$ cat src/rtl/bus_if_ext.sv
// bus_if_ext: memory-stage bus interface steering CPU accesses to the scratch-pad memory or an external shared bus.
// Latency: SPM accesses are combinational (0 cycles); external accesses take at least 3 cycles (req/grant/ready).
// Backpressure: busy stalls the pipeline while an external access is outstanding; read data is held across stalls.
// Optional feature: define BUS_IF_TIMEOUT_EN to abort external accesses that never see bus_rdy_.
module bus_if_ext #(
  parameter int                   ADDR_W    = 30,
  parameter int                   DATA_W    = 32,
  parameter int                   SPM_TAG_W = 3,
  parameter logic [SPM_TAG_W-1:0] SPM_TAG   = 3'b000,
  parameter int                   TMO_W     = 8
) (
  input  logic              clk,
  input  logic              reset,
  input  logic              stall,
  input  logic              flush,
  input  logic [ADDR_W-1:0] addr,
  input  logic              as_,
  input  logic              rw,
  input  logic [DATA_W-1:0] wr_data,
  output logic [DATA_W-1:0] rd_data,
  output logic              busy,
  output logic              bus_err,
  input  logic [DATA_W-1:0] spm_rd_data,
  output logic [ADDR_W-1:0] spm_addr,
  output logic              spm_as_,
  output logic              spm_rw,
  output logic [DATA_W-1:0] spm_wr_data,
  output logic              bus_req_,
  input  logic              bus_grnt_,
  output logic [ADDR_W-1:0] bus_addr,
  output logic              bus_as_,
  output logic              bus_rw,
  output logic [DATA_W-1:0] bus_wr_data,
  input  logic [DATA_W-1:0] bus_rd_data,
  input  logic              bus_rdy_
);

  // Bus-level encodings: strobes are active low, rw high means read.
  localparam logic READ     = 1'b1;
  localparam logic WRITE    = 1'b0;
  localparam logic ENABLE_  = 1'b0;
  localparam logic DISABLE_ = 1'b1;

  // The timeout counter needs at least one bit even when the feature is compiled out.
  if (TMO_W < 1) begin : g_tmo_w_chk
    $error("bus_if_ext: TMO_W must be at least 1");
  end

  typedef enum logic [1:0] {
    ST_IDLE,
    ST_REQ,
    ST_ACCESS,
    ST_HOLD
  } state_t;

  state_t            state;
  state_t            state_nxt;
  logic [DATA_W-1:0] hold_data;
  logic              spm_sel;
  logic              acc_req;
  logic              spm_hit;
  logic              ext_hit;
  logic              grnt;
  logic              rdy;
  logic              tmo;
  logic              latch;
  logic              grant_acc;
  logic              done;

  // Address decode: the top SPM_TAG_W address bits pick the target.
  assign spm_sel = (addr[ADDR_W-1 -: SPM_TAG_W] == SPM_TAG);
  assign acc_req = (state == ST_IDLE) && !flush && !stall && (as_ == ENABLE_);
  assign spm_hit = acc_req && spm_sel;
  assign ext_hit = acc_req && !spm_sel;
  assign grnt    = (bus_grnt_ == ENABLE_);
  assign rdy     = (bus_rdy_ == ENABLE_);

  // SPM side is a straight pass-through; only the strobe is qualified.
  assign spm_addr    = addr;
  assign spm_rw      = rw;
  assign spm_wr_data = wr_data;
  assign spm_as_     = spm_hit ? ENABLE_ : DISABLE_;

`ifdef BUS_IF_TIMEOUT_EN
  logic [TMO_W-1:0] tmo_cnt;

  // Count ACCESS cycles; restart whenever a grant moves us into ACCESS.
  always_ff @(posedge clk or posedge reset) begin
    if (reset) begin
      tmo_cnt <= '0;
    end else if (grant_acc) begin
      tmo_cnt <= '0;
    end else if (state == ST_ACCESS) begin
      tmo_cnt <= tmo_cnt + 1'b1;
    end
  end

  assign tmo = (state == ST_ACCESS) && !rdy && (&tmo_cnt);
`else
  assign tmo = 1'b0;
`endif

  assign bus_err = tmo;

  // State register.
  always_ff @(posedge clk or posedge reset) begin
    if (reset) begin
      state <= ST_IDLE;
    end else begin
      state <= state_nxt;
    end
  end

  // Next-state, busy and read-data steering.
  always_comb begin
    state_nxt = state;
    busy      = 1'b0;
    rd_data   = '0;
    latch     = 1'b0;
    grant_acc = 1'b0;
    done      = 1'b0;
    case (state)
      ST_IDLE: begin
        if (spm_hit && (rw == READ)) begin
          rd_data = spm_rd_data;
        end
        if (ext_hit) begin
          busy      = 1'b1;
          latch     = 1'b1;
          state_nxt = ST_REQ;
        end
      end
      ST_REQ: begin
        // Ready is deliberately ignored here; it only counts once in ACCESS.
        busy = 1'b1;
        if (grnt) begin
          grant_acc = 1'b1;
          state_nxt = ST_ACCESS;
        end
      end
      ST_ACCESS: begin
        // Flush is ignored: once granted, the bus transaction must finish.
        if (rdy) begin
          done = 1'b1;
          if (bus_rw == READ) begin
            rd_data = bus_rd_data;
          end
          state_nxt = stall ? ST_HOLD : ST_IDLE;
        end else if (tmo) begin
          done      = 1'b1;
          state_nxt = ST_IDLE;
        end else begin
          busy = 1'b1;
        end
      end
      ST_HOLD: begin
        // Data stays visible on the cycle stall drops, so the stage can consume it.
        if (flush) begin
          state_nxt = ST_IDLE;
        end else begin
          rd_data = hold_data;
          if (!stall) begin
            state_nxt = ST_IDLE;
          end
        end
      end
      default: begin
        state_nxt = ST_IDLE;
      end
    endcase
  end

  // Bus request: raised when the access is latched, dropped after ready or timeout.
  always_ff @(posedge clk or posedge reset) begin
    if (reset) begin
      bus_req_ <= DISABLE_;
    end else if (latch) begin
      bus_req_ <= ENABLE_;
    end else if (done) begin
      bus_req_ <= DISABLE_;
    end
  end

  // Bus strobe: a single registered pulse in the first ACCESS cycle.
  always_ff @(posedge clk or posedge reset) begin
    if (reset) begin
      bus_as_ <= DISABLE_;
    end else begin
      bus_as_ <= grant_acc ? ENABLE_ : DISABLE_;
    end
  end

  // Bus address/control/data: captured at the hit, stable until back in IDLE.
  always_ff @(posedge clk or posedge reset) begin
    if (reset) begin
      bus_addr    <= '0;
      bus_rw      <= READ;
      bus_wr_data <= '0;
    end else if (latch) begin
      bus_addr    <= addr;
      bus_rw      <= rw;
      bus_wr_data <= wr_data;
    end
  end

  // Hold register: keeps completed read data for the stalled pipeline; writes hold zero.
  always_ff @(posedge clk or posedge reset) begin
    if (reset) begin
      hold_data <= '0;
    end else if ((state == ST_ACCESS) && rdy) begin
      hold_data <= (bus_rw == READ) ? bus_rd_data : '0;
    end
  end

endmodule
$ cat config.mk
export PLATFORM = sky130hd
export DESIGN_NAME = bus_if_ext
export DESIGN_NICKNAME = d
export VERILOG_FILES = /design/src/rtl/bus_if_ext.sv
export SDC_FILE = /design/constraint.sdc
export NUM_CORES = 1
export LEC_CHECK = 0
export CORE_MARGIN = 3
export CORE_UTILIZATION = 34
export CTS_CLUSTER_DIAMETER = 120
export CTS_CLUSTER_SIZE = 28
export DETAILED_ROUTE_END_ITERATION = 6
export PLACE_DENSITY = 0.75
export REMOVE_ABC_BUFFERS = 1
export SYNTH_ARGS = -nofsm -noshare
export SYNTH_HDL_FRONTEND = slang
export SYNTH_SLANG_ARGS = --single-unit
$ cat constraint.sdc
create_clock -name clk -period 3.1 [get_ports clk]
set_clock_uncertainty 0.15 [all_clocks]
set_input_delay 0.465 -clock clk [delete_from_list [all_inputs] [get_ports clk]]
set_output_delay 0.465 -clock clk [all_outputs]
set_load 0.01 [all_outputs]
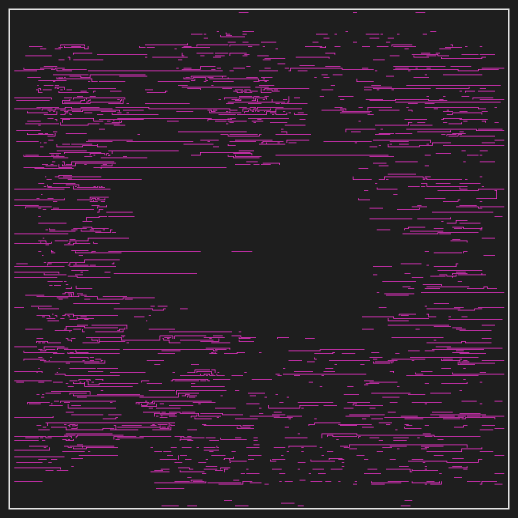
*Met1 routing, run 1*
Scale: 4 px per um.
The layer carries 5310 um of wire. The longest straight run is 33.6 um.
routing usage on met1: 0.184
routed vias: 3987

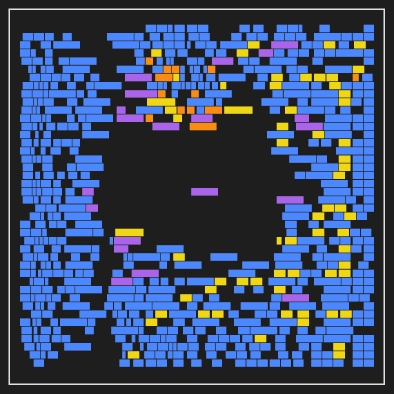
*Drive-strength map, run 1*
Scale: 3 px per um.
Purple marks drive 6 and up, cells 20. Blue marks drive 1 or less, cells 554. Orange marks drive 3 to 4, cells 13. Yellow marks drive 2, cells 63.
setup ws final: 94.6 ps
Synth-to-Final Area Change: 65.0%
cell area after layout: 7880 sq um

==> results.txt, run 1 <==
run results: Worst R2R End=bus_addr[4], register-to-register setup slack=1000 ps, post-layout period usage of the worst path=0.969, die area=around 16000 sq um, Max-Cap Viols=0, final wirelength=13700 um, Psw=1.71 mW, Hold EP=bus_req_, placed instance area=7510 sq um, initial drt markers=approximately 140, setup violators final=0, final hold vios=0, clk latency late pin=340 ps, CTS tree=done, Port Buffer Count=295, dpl ws=-67.7 ps, floorplan row count=roughly 42, Crit Path Class=input port to output port, drt drc=0, Avg Cell Area, Syn=11.6 sq um, Cell Type Count=31, Detail Route Antenna Nets=0, Hold Crit Class=flop to flop, sequential element share of the synthesized area=0.520, Logic pwr share=0.423, share of layout cells above drive strength 1=0.148, Placed Cells=806, CTS Buffer Depth=2, biggest area consumer among synthesized cells=dfrtp_1, minimum clock period=roughly 3000 ps, RR Startpoint=state[0], Layout Cells excl Fill=826, drt first pass iters=5, Final #Nets=779, GPL Wtd Cong=0.807, DIE WIDTH=about 120 um, top cell type's share of synthesized area=0.503, max frequency=333 MHz, Post-synth EDFFs=0, vias in the first global route=4004, clock power share=0.198, DP Wirelength=10600 um, LEAKAGE=approximately 3.3 nW, Vias/cell=4.83, Worst Max-Slew Pin Slew=622 ps, Hold Startpoint=bus_req_, Worst setup SP type=input port, Critical Path RT=around 2500 ps, Yosys reg bits=99, Crit Path Max Fanout=16, IO Count=297, Ys Warns=0, Pins Over Slew Limit=0, die height=125 um, Setup TNS Final=0 ps, Synth area leaders=dfrtp_1 50%, mux2_2 13%, buf_4 11%, yosys stat area=4770 sq um, reg2reg path depth=4, first-pass GRT wire length=20700 um, total clock sinks=99, Power Density=741 nW/um^2, grt ovf=0, sw frac=0.293, VDD IR max=273 uV, diode count=0, TritonCTS Buffers=9, Core Footprint=approximately 14000 sq um, Syn Std Cell Area=~4800 sq um, Seq pwr share=0.379, antenna violations before repair=0, # Cells Yosys=413, Core Util at FP=0.354, Tool Warnings=25, status=complete, no violations, Crit. End Element=output port, Hold Path Depth=2, largest net degree at the start of global routing=63, Int Power=4.13 mW, Rel. slew slack=0.585, Clock transition at path regs=60 ps, Synth async-reset ratio=1.00, root buf cell=clkbuf_16, crit path DAT=2390 ps, crit path capture=rd_data[27], Main synth FF type=dfrtp_1, Min Hold Slack=322 ps
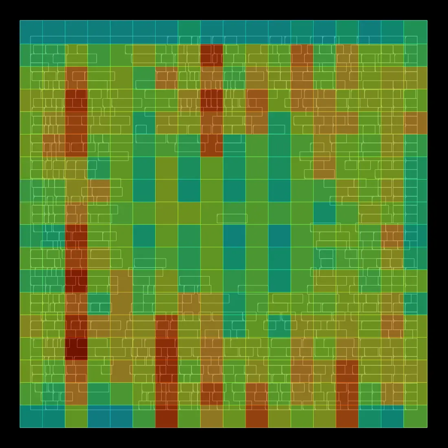
*Routing congestion map, run 1*
GR peak layer: met2
routed len/inst: 16.6 um
final core utilization: 0.583
GRT Util Overall: 0.166

run 1: state kept, by name, summed over array words and instances (netlist names):
register and flops:
bus_as_ 1, bus_rw 1, bus_req_ 1, hold_data 32, bus_wr_data 32, bus_addr 30
state 2
run 1: through the flow:
| step | power, mW | util |
|---|---|---|
| 4_1_cts | 5.90 | 0.580 |
| 3_5_place_dp | 4.72 | 0.556 |
| 2_1_floorplan | 3.15 | - |
| 5_1_grt | 6.16 | 0.583 |
| 6_report | 5.84 | 0.583 |
| 3_3_place_gp | 4.64 | 0.556 |
run 1: power by group through the flow:
stage	Clock (mW)	Combinational, mW	Sequential [mW]
5_1_grt	1.24	2.63	2.28
3_3_place_gp	0	2.44	2.20
2_1_floorplan	0	0.777	2.38
3_5_place_dp	0	2.49	2.23
6_report	1.15	2.47	2.21
4_1_cts	1.19	2.49	2.22
run 1: worst max-delay path, cell delays in order:
cell	delay (ps)
clkdlybuf4s50_1	480
nor4bb_4	300
buf_4	180
clkbuf_16	170
a22oi_1	90
o21ai_1	120
clkdlybuf4s50_1	570
run 1: metal layers:
| layer | up-vias | GRT usage | wire length [um] |
|---|---|---|---|
| met1 | 1917 | 0.184 | 5310 |
| met4 | 0 | 0.0580 | 257 |
| met5 | - | 0 | 0 |
| li1 | 1853 | - | - |
| met2 | 200 | 0.304 | 7200 |
| met3 | 17 | 0.0450 | 964 |
run 1: what timing repair did:
item | in CTS | in global routing
hold buffers | 0 | 0
gates resized | 2 | 4
buffers inserted | 0 | 2
endpoints found under the setup margin | 1 | 20
pin swaps | 0 | 2
hold endpoints to repair | 0 | 0
cloned | 0 | 2
run 1: cell type report:
type / count / area (sq um)
Clock buffer: 13 / 270
Tap cell: 176 / 220
Clock inverter: 3 / 43.8
Timing Repair Buffer: 310 / 3130
Multi-Input combinational cell: 190 / 1600
Inverter: 35 / 134
Sequential cell: 99 / 2480
Fill cell: 1081 / 5630
run 1: logic make-up (layout without fill, tap and decap cells):
kind of cell / Yosys count / count (layout) / share of synthesized area
mux: 60 / 60 / 0.142
buf+inv: 124 / 361 / 0.153
flops: 99 / 99 / 0.520
compound gates: 106 / 106 / 0.156
other cells: 1 / 1 / 0.000785
simple gates: 23 / 23 / 0.0288
run 1: cell usage in the layout (no fill, tap or decap), types with 2 or more instances in the layout:
cell / instances
clkdlybuf4s50_1: 295
dfrtp_1: 96
mux2_2: 55
a22o_1: 34
inv_1: 34
o21ai_0: 31
a22oi_1: 31
clkbuf_16: 10
buf_4: 9
mux2_1: 5
a21oi_1: 4
nand2_1: 3
nor2_1: 3
dfstp_2: 3
clkbuf_8: 3
buf_12: 3
or3_1: 2
or2_2: 2
nor3_4: 2
o21ai_1: 2
nand3_1: 2
nand2b_1: 2
buf_6: 2
run 1: synthesized netlist by cell type, types with 2 or more instances:
cell type / count
clkbuf_1: 18
nand3_1: 2
inv_1: 35
a22o_1: 34
nand2b_1: 2
nor2_1: 3
mux2_1: 5
a22oi_1: 31
nand2_1: 3
or3_1: 2
o21ai_0: 33
nor3_1: 2
mux2_2: 55
dfrtp_1: 96
a21oi_1: 4
dfstp_2: 3
or2_2: 2
buf_4: 70
--- run 2 (diff from run 1) ---
CAP_MARGIN = 30   (was unset)
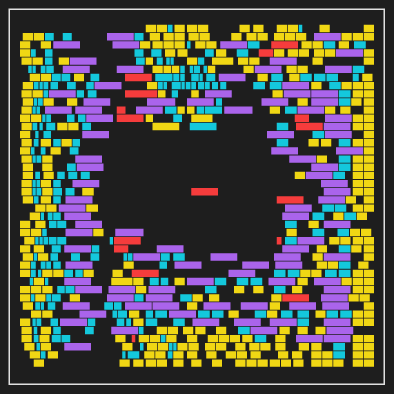
*Placement by cell class, run 2*
Scale: 3 px per um.
Yellow marks other buffers and delay cells, cells 310. Red marks clock drivers and dummy loads, cells 16. Cyan marks all other logic, cells 225. Purple marks flip-flops, cells 99.
floorplan row count: 42
Core Footprint: 13500 sq um
Seq/total area: 0.315

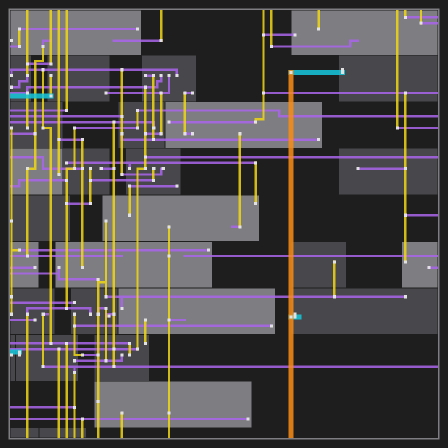
*Zoomed window, run 2*
Window x 19 to 44, y 81 to 106 um. Cells in gray, sequential cells in the stronger gray; small squares are vias.
Cyan marks met3. Purple marks met1. Yellow marks met2. Orange marks met4.
22 logic cells have their middle in the window. Netlist names of flops here include hold_data (6), bus_addr (1). Most frequent: dfrtp_1 (7), a22o_1 (4), a22oi_1 (4). Sequential cells in the window: 7.

==> run 2 against run 1 <==
  * Maximum frequency is the same
  * Non-clock buffer count is the same
  * Register-to-register slack is essentially flat
  * Critical path depth is the same
  * Final area is the same
  * Area after synthesis is the same
  * Critical endpoint unchanged
  * Synthesized cell count is the same
  * Utilization is the same
  * Clock-buffer cell count is the same
  * Largest cell class unchanged
  * Flip-flop count is the same
  * Critical path type unchanged
  * Total power is the same
  * Wire length is the same
==> results.txt, run 2 <==
run results: status=complete, no violations (unchanged), GRT Util Overall=0.166 (unchanged), share of layout cells above drive strength 1=0.148 (unchanged), Avg Cell Area, Syn=11.6 sq um (unchanged), final wirelength=13700 um (unchanged), Worst Max-Slew Pin Slew=622 ps (unchanged), routed len/inst=16.6 um (unchanged), Crit Path Max Fanout=16 (unchanged), IO Count=297 (unchanged), final core utilization=0.583 (unchanged), clk latency late pin=340 ps (about the same), biggest area consumer among synthesized cells=dfrtp_1 (unchanged), Hold Startpoint=bus_req_ (unchanged), Synth area leaders=dfrtp_1 50%, mux2_2 13%, buf_4 11% (unchanged), routed vias=3987 (unchanged), Final #Nets=779 (unchanged), register-to-register setup slack=1000 ps (about the same), Hold EP=bus_req_ (unchanged), Synth async-reset ratio=1.00 (unchanged), Psw=1.71 mW (unchanged), first-pass GRT wire length=20700 um (unchanged), Largest regs=bus_wr_data x32, hold_data x32, bus_addr x30 (unchanged), Syn Std Cell Area=4770 sq um (unchanged), DP Wirelength=10600 um (unchanged), DIE WIDTH=125 um (unchanged), Rel. slew slack=0.585 (unchanged), TritonCTS Buffers=9 (unchanged), Layout Cells excl Fill=826 (unchanged), Critical Path RT=2480 ps (about the same), Port Buffer Count=295 (unchanged), yosys stat area=4770 sq um (unchanged), Placed Cells=806 (unchanged), Synth-to-Final Area Change=65.0% (unchanged), RR Startpoint=state[0] (unchanged), # Cells Yosys=413 (unchanged), final hold vios=0 (unchanged), Cell Type Count=31 (unchanged), VDD IR max=273 uV (unchanged), Tool Warnings=25 (unchanged), drt drc=0 (unchanged), Main synth FF type=dfrtp_1 (unchanged), setup violators final=0 (unchanged), Yosys reg bits=99 (unchanged), max frequency=333 MHz (unchanged), CTS Buffer Depth=2 (unchanged), crit path DAT=2390 ps (about the same), Crit. End Element=output port (unchanged), Int Power=4.13 mW (unchanged), CTS tree=done (unchanged), root buf cell=clkbuf_16 (unchanged), die area=15500 sq um (unchanged), vias in the first global route=4004 (unchanged), grt ovf=0 (unchanged), LEAKAGE=3.33 nW (unchanged), Seq pwr share=0.379 (about the same), register area=2480 sq um (unchanged), Max-Cap Viols=0 (unchanged), die height=125 um (unchanged), Crit Path Class=input port to output port (unchanged), Ys Warns=0 (unchanged), Commonest Layout Cell=clkdlybuf4s50_1 (unchanged), total clock sinks=99 (unchanged), synth cell count leaders=96 x dfrtp_1, 70 x buf_4, 55 x mux2_2 (unchanged), Top Layout Cells=295 x clkdlybuf4s50_1, 96 x dfrtp_1, 55 x mux2_2, 34 x a22o_1, 34 x inv_1 (unchanged), Post-synth EDFFs=0 (unchanged), reg2reg path depth=4 (unchanged), Logic pwr share=0.423 (about the same), top cell type's share of synthesized area=0.503 (unchanged), Power Density=741 nW/um^2 (unchanged), drt first pass iters=5 (unchanged), sequential element share of the synthesized area=0.520 (unchanged), cell area after layout=7880 sq um (unchanged), fill count=1081 (unchanged), largest net degree at the start of global routing=63 (unchanged), minimum clock period=3010 ps (unchanged), count leader, synth=dfrtp_1 (unchanged), Pins Over Slew Limit=0 (unchanged)
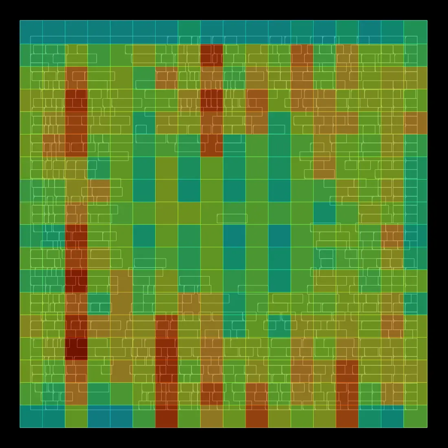
*Routing congestion map, run 2*
met2 Resource Use GR: 0.304
met3 usage: 0.0450

==> run 2: cell counts after synthesis <==
Identical to the previous run, type by type.
==> run 2: logic make-up (layout without fill, tap and decap cells) <==
| kind of cell | count (synthesis) | in the layout | synth area share |
|---|---|---|---|
| AND-OR/OR-AND | 106 | 106 | 0.156 |
| flip-flops | 99 | 99 | 0.520 |
| buffers and inverters | 124 | 361 | 0.153 |
| other | 1 | 1 | 0.000785 |
| multiplexers | 60 | 60 | 0.142 |
| AND/OR/NAND/NOR | 23 | 23 | 0.0288 |
==> run 2: worst max-delay path by stage <==
stage / slack, ps / from / cells after the start / end
final: 90 / bus_rdy_ / 7 / rd_data[27]
after global routing: -2 / bus_rdy_ / 7 / rd_data[27]
after CTS: 20 / bus_rdy_ / 6 / rd_data[27]
after detailed placement: -70 / flush / 6 / rd_data[27]
after global placement: 30 / flush / 6 / rd_data[27]
after floorplan: -3330 / bus_rw / 3 / rd_data[0]
==> run 2: power by group through the flow <==
stage | clock network (mW) | registers [mW] | logic (mW)
final | 1.15 | 2.21 | 2.47
after global placement | 0 | 2.20 | 2.44
after floorplan | 0 | 2.38 | 0.777
after detailed placement | 0 | 2.23 | 2.49
after global routing | 1.24 | 2.28 | 2.63
after CTS | 1.19 | 2.22 | 2.49
==> run 2: critical path, cell delays in order <==
cell and delay (ps):
clkdlybuf4s50_1 480, nor4bb_4 300, buf_4 180, clkbuf_16 170
a22oi_1 90, o21ai_1 120, clkdlybuf4s50_1 570
==> run 2: what timing repair did <==
action | CTS | global route
gates cloned | 0 | 2
endpoints found under the setup margin | 1 | 20
pin swaps | 0 | 2
gates resized | 2 | 4
setup buffers | 0 | 2
==> run 2: per-layer routing <==
| layer | up-vias | GRT usage | part of all wire |
|---|---|---|---|
| met5 | - | 0 | 0 |
| li1 | 1853 | - | - |
| met3 | 17 | 0.0450 | 0.070 |
| met1 | 1917 | 0.184 | 0.39 |
| met4 | 0 | 0.0580 | 0.019 |
| met2 | 200 | 0.304 | 0.52 |
==> run 2: through the flow <==
| stage | setup WS [ps] | power [mW] | setup TNS, ps | hold WS (ps) |
|---|---|---|---|---|
| 5_1_grt | -2.06 | 6.16 | -2.06 | 347 |
| 3_3_place_gp | 30.6 | 4.64 | 0 | 300 |
| 6_report | 94.6 | 5.84 | 0 | 322 |
| 4_1_cts | 19.0 | 5.90 | 0 | 325 |
| 3_5_place_dp | -67.7 | 4.72 | -67.7 | 306 |
| 2_1_floorplan | -3330 | 3.15 | -250610 | 301 |
==> run 2: cell type report <==
type                            count  share of cell area
Timing Repair Buffer              310               0.397
Clock inverter                      3             0.00556
Sequential cell                    99               0.315
Tap cell                          176              0.0279
Inverter                           35              0.0170
Multi-Input combinational cell    190               0.203
Clock buffer                       13              0.0343
### Drive-strength map, run 2

Scale: 3 px per um.
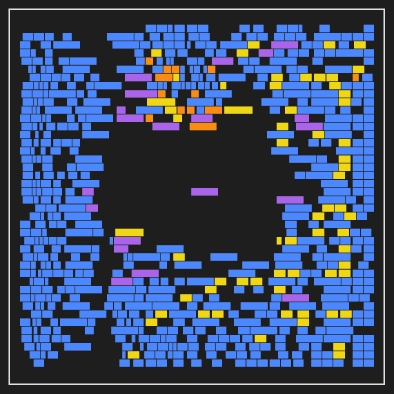

--- run 3 (diff from run 2) ---
==> constraint.sdc (replaced) <==
create_clock -name clk -period 3.1 [get_ports clk]
set_clock_uncertainty 0.15 [all_clocks]
set_input_delay 0.62 -clock clk [delete_from_list [all_inputs] [get_ports clk]]
set_output_delay 0.62 -clock clk [all_outputs]
set_load 0.01 [all_outputs]
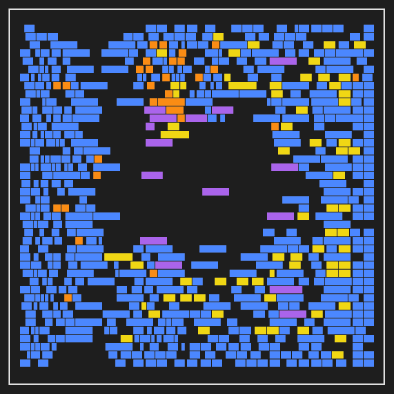
*Drive-strength map, run 3*
Scale: 3 px per um.
setup ws final: 78.8 ps
Synth-to-Final Area Change: 65.6%
cell area after layout: 7910 sq um

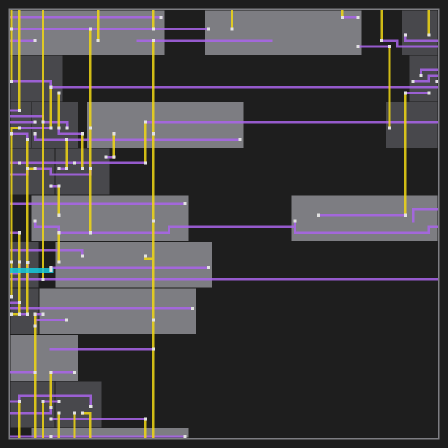
*Zoomed window, run 3*
Window x 19 to 44, y 81 to 106 um. Cells in gray, sequential cells in the stronger gray; small squares are vias.

==> run 3 against run 2 <==
  * Worst setup slack worse by 16 ps
  * Flip-flop count unchanged
  * First-iteration DRC count down 0.71%
  * Worst hold slack worse by 11 ps
  * Register-to-register slack better by 20 ps
  * Final cell count up 1.6%
  * Critical path type unchanged
  * Critical endpoint is now rd_data[18]
  * Highest routed layer unchanged
==> results.txt, run 3 <==
run results: Main synth FF type=dfrtp_1 (unchanged), DIE WIDTH=125 um (unchanged), Synth async-reset ratio=1.00 (unchanged), root buf cell=clkbuf_16 (unchanged), biggest area consumer among synthesized cells=dfrtp_1 (unchanged), Yosys reg bits=99 (unchanged), final hold vios=0 (unchanged), Crit Path Class=input port to output port (unchanged), # Cells Yosys=413 (unchanged), GRT Util Overall=0.171 (was 0.166), post-layout period usage of the worst path=0.975 (was 0.969), Detail Route Antenna Nets=0 (unchanged), die height=125 um (unchanged), diode count=0 (unchanged), Min Hold Slack=311 ps (was 322 ps), Tool Warnings=25 (unchanged), Setup TNS Final=0 ps (unchanged), Cell Type Count=31 (unchanged), Max-Cap Viols=0 (unchanged), drt first pass iters=4 (was 5), drt drc=0 (unchanged), register area=2480 sq um (unchanged), Core Util at FP=0.354 (unchanged), CTS tree=done (unchanged), Post-synth EDFFs=0 (unchanged), Synth area leaders=dfrtp_1 50%, mux2_2 13%, buf_4 11% (unchanged), VDD IR max=317 uV (was 273 uV), Hold EP=bus_req_ (unchanged), floorplan row count=42 (unchanged), multi-input logic area=1600 sq um (about the same), Crit path buffers/inverters=3 (was 4), post-CTS setup buffer count=0 (unchanged), vias in the first global route=4154 (was 4004), initial drt markers=140 (was 141), crit-path max cell delay=480 ps (was 570 ps), top cell type's share of synthesized area=0.503 (unchanged), routed vias=4005 (was 3987), final wirelength=13600 um (was 13700 um), routed len/inst=16.2 um (was 16.6 um), first-pass GRT wire length=21500 um (was 20700 um), LEAKAGE=3.53 nW (was 3.33 nW), TritonCTS Buffers=9 (unchanged), status=complete, no violations (unchanged), CTS Buffer Depth=2 (unchanged), clk latency late pin=340 ps (about the same), Top Layout Cells=261 x clkdlybuf4s50_1, 96 x dfrtp_1, 55 x mux2_2, 34 x a22o_1, 34 x inv_1 (was 295 x clkdlybuf4s50_1, 96 x dfrtp_1, 55 x mux2_2, 34 x a22o_1, 34 x inv_1), Vias/cell=4.77 (was 4.83), fill count=1089 (was 1081), CP Cell Sequence=clkdlybuf4s50_1 -> nor4bb_4 -> buf_12 -> a22oi_1 -> o21ai_0 -> dlygate4sd2_1 (was clkdlybuf4s50_1 -> nor4bb_4 -> buf_4 -> clkbuf_16 -> a22oi_1 -> o21ai_1 -> clkdlybuf4s50_1), Worst path slowest cell=clkdlybuf4s50_1 (unchanged), GPL Wtd Cong=0.813 (was 0.807), Worst setup SP type=input port (unchanged), Hold Startpoint=bus_req_ (unchanged), Syn Std Cell Area=4770 sq um (unchanged), DP Wirelength=10900 um (was 10600 um), Mapped Cells=413 (unchanged), yosys stat area=4770 sq um (unchanged), die area=15500 sq um (unchanged), Hold Path Depth=2 (unchanged), grt ovf=0 (unchanged), minimum clock period=3020 ps (was 3010 ps), Crit Path Max Fanout=45 (was 16), antenna violations before repair=0 (unchanged), Crit. End Element=output port (unchanged), Pins Over Slew Limit=0 (unchanged), Worst R2R End=bus_wr_data[27] (was bus_addr[4]), largest net degree at the start of global routing=54 (was 63), Commonest Layout Cell=clkdlybuf4s50_1 (unchanged), IO Count=297 (unchanged), Avg Cell Area, Syn=11.6 sq um (unchanged), register-to-register setup slack=1020 ps (was 1000 ps), max frequency=331 MHz (was 333 MHz), CP delay by family, top=buffers and inverters (unchanged), synth cell count leaders=96 x dfrtp_1, 70 x buf_4, 55 x mux2_2 (unchanged), count leader, synth=dfrtp_1 (unchanged), crit path DAT=2250 ps (was 2390 ps), reg2reg path depth=4 (unchanged), Hold Crit Class=flop to flop (unchanged), Power Density=727 nW/um^2 (was 741 nW/um^2), Final #Nets=792 (was 779), total power=5.74 mW (was 5.84 mW), Largest regs=bus_wr_data x32, hold_data x32, bus_addr x30 (unchanged), total clock sinks=99 (unchanged), share of layout cells above drive strength 1=0.167 (was 0.148), dpl ws=-191 ps (was -67.7 ps), RR Startpoint=state[0] (unchanged)
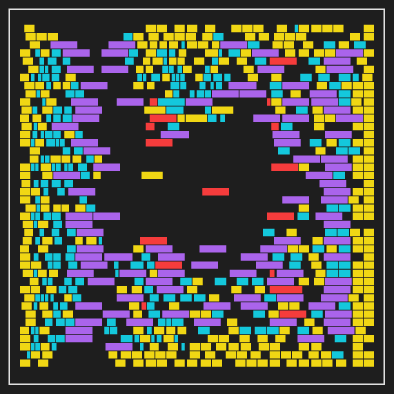
*Placement by cell class, run 3*
Scale: 3 px per um.
final core utilization: 0.585
Seq/total area: 0.314

-- run 3: cell count changes in the layout (fill, tap and decap cells not counted), moves of 2 or more --
cell,delta
buf_4,+15
buf_6,-2
clkbuf_8,-3
clkdlybuf4s50_1,-34
clkinvlp_4,+2
dlygate4sd2_1,+33
o21ai_0,+2
o21ai_1,-2
-- run 3: final cells by class --
class	count	area share
clock inverters	6	0.00807
clock buffers	10	0.0290
repair buffers	323	0.402
inverters	35	0.0169
well taps	176	0.0279
flip-flops and latches	99	0.314
multi-input cells	190	0.203
-- run 3: what timing repair did --
action	4_1_cts	5_1_grt
resized	36	2
cloned	0	0
setup endpoints to repair	33	2
-- run 3: stage by stage --
stage,instance area (sq um),utilization,cells
after floorplan,4180,-,324
after global placement,7630,0.565,823
after detailed placement,7630,0.565,823
after CTS,7900,0.585,839
after global routing,7910,0.585,839
final,7910,0.585,839
-- run 3: worst max-delay path by stage --
| stage | start | endpoint | slack, ps | cells after the start |
|---|---|---|---|---|
| after CTS | addr[28] | busy | 30 | 6 |
| after detailed placement | bus_rdy_ | rd_data[5] | -190 | 6 |
| after global routing | bus_rdy_ | rd_data[5] | 4 | 6 |
| after floorplan | bus_rdy_ | rd_data[0] | -3510 | 3 |
| final | bus_rdy_ | rd_data[18] | 80 | 6 |
| after global placement | bus_rdy_ | rd_data[9] | -160 | 6 |
-- run 3: worst min-delay path: cells and delay by family (launching register included) --
family / cells / cell delay [ps]
compound gates: 1 / 50
buf+inv: 1 / 40
flops: 1 / 370
-- run 3: cell families (layout without fill, tap and decap cells) --
kind of cell	after synthesis	after routing	share of synthesized area
multiplexers	60	60	0.142
other	1	1	0.000785
AND/OR/NAND/NOR	23	23	0.0288
AND-OR/OR-AND	106	106	0.156
buffers and inverters	124	374	0.153
flip-flops	99	99	0.520
-- run 3: where the power goes --
| group | switching (mW) | internal (mW) | total [mW] |
|---|---|---|---|
| logic | 0.906 | 1.53 | 2.44 |
| registers | 0.339 | 1.88 | 2.22 |
| clock network | 0.463 | 0.625 | 1.09 |
| total | 1.71 | 4.04 | 5.74 |
-- run 3: routing by layer --
metal  vias to the layer above  GRT usage  wire (um)
li1                       1875          -          -
met3                        18     0.0364        870
met5                         -          0          0
met2                       212      0.311       7020
met4                         0     0.0593        264
met1                      1900      0.197       5410
Power and IR drop assume default switching activity.
